==> config.mk <==
export PLATFORM = sky130hd
export DESIGN_NAME = counter_prog
export DESIGN_NICKNAME = d
export VERILOG_FILES = /design/src/rtl/counter_prog.sv
export SDC_FILE = /design/constraint.sdc
export NUM_CORES = 1
export LEC_CHECK = 0
export ABC_AREA = 1
export CAP_MARGIN = 20
export CORE_MARGIN = 2
export CORE_UTILIZATION = 50
export CTS_CLUSTER_SIZE = 20
export DETAILED_ROUTE_END_ITERATION = 8
export GPL_ROUTABILITY_DRIVEN = 1
export PLACE_DENSITY = 0.73
export SETUP_SLACK_MARGIN = 0.15
export SYNTH_ARGS = -nofsm -noshare
export SYNTH_HDL_FRONTEND = slang
export SYNTH_SLANG_ARGS = --single-unit
==> constraint.sdc <==
create_clock -name clk -period 1.7 [get_ports clk]
set_input_delay 0.34 -clock clk [delete_from_list [all_inputs] [get_ports clk]]
set_output_delay 0.34 -clock clk [all_outputs]
set_load 0.02 [all_outputs]
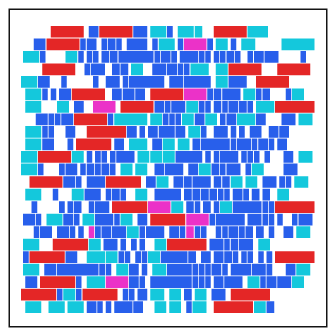
**Above:** cell classes on the final placement.
Key: combinational and other logic = blue [cells 290, share of their area 54%]; sequential cells = red [cells 30, share of their area 20%]; clock drivers and dummy loads = magenta [cells 8, share of their area 2.9%]; remaining buffers and delay cells = cyan [cells 85, share of their area 23%]
design area: 3260 µm²
cell row count: 23

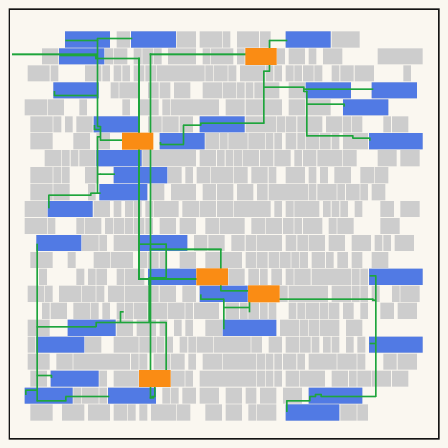
**Above:** routed clock nets over the placement.
Key: flip-flops = blue [count 30]; clock wires = green [length 491 µm]; clock drivers = orange [count 5]
Position of the flops: widely spread.
clock power share: 31.9%
clk_skew: 0.00635 ns
clk latency late pin: 0.29 ns

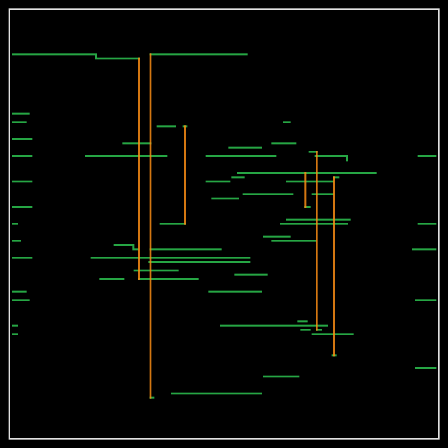
**Above:** wiring by layer.
Two of the layers only.
Key: metal 4 = orange [wire length 169 µm]; metal 3 = green [wire length 352 µm]
GR Util All Layers: 29.3%
final WL: 6680 µm

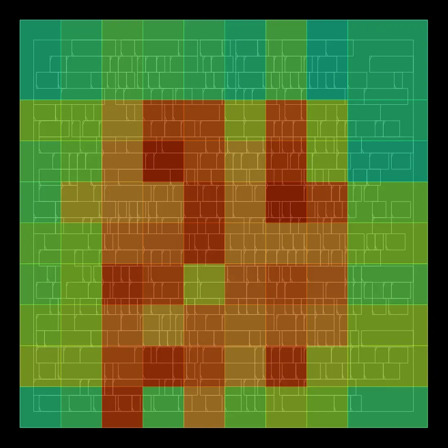
**Above:** congestion heat map.
GR Util met3: 4.87%
met2 Use GR: 46.5%

==> run summary <==
run metrics: fillers=258, most frequent cell after synthesis=nand2_1, RSZ-0062 raised after global routing=true, WS Path Type=reg -> out, die height=68.6 µm, logic area=1540 µm², leakage=1.49 nW, Max-area cell class=logic gates, fp_density=52.2%, WL met1=2980 µm, M1 GR Usage=39.3%, Post-CTS Resized=56, Final clock-cell share=2.80%, cell count listed in synth_stat.txt=328, Synth Area in Simple Gates=40.9%, failing checks=setup timing, status=complete, but fails checks, Crit path depth=9, WL/cell=14.4 µm, Antenna Cells=0, Max-Cap Viols=0, setup slack after layout=-0.130 ns, most used routing layer=met2, endpoints failing setup=4, Chip Area=4710 µm², Most Frequent Cell on Critical Path=nor2_4, Required @ worst endpoint=1.36 ns, Synth Instances=328, met2 wire length=3190 µm, max_slew headroom=77.0%, Sw Ratio=32.7%, Crit. End Element=output pin, num ports=31, vias in the first global route=2130, Fmax=0.547 GHz, P_comb=0.000571 W, Inverters=42, seq pwr=0.000740 W, syn_area_per_cell=6.37 µm², Synthesized registers=30, Adder Area Share=2.99%, R2R depth=12
Power is estimated from default activity; no workload was simulated.
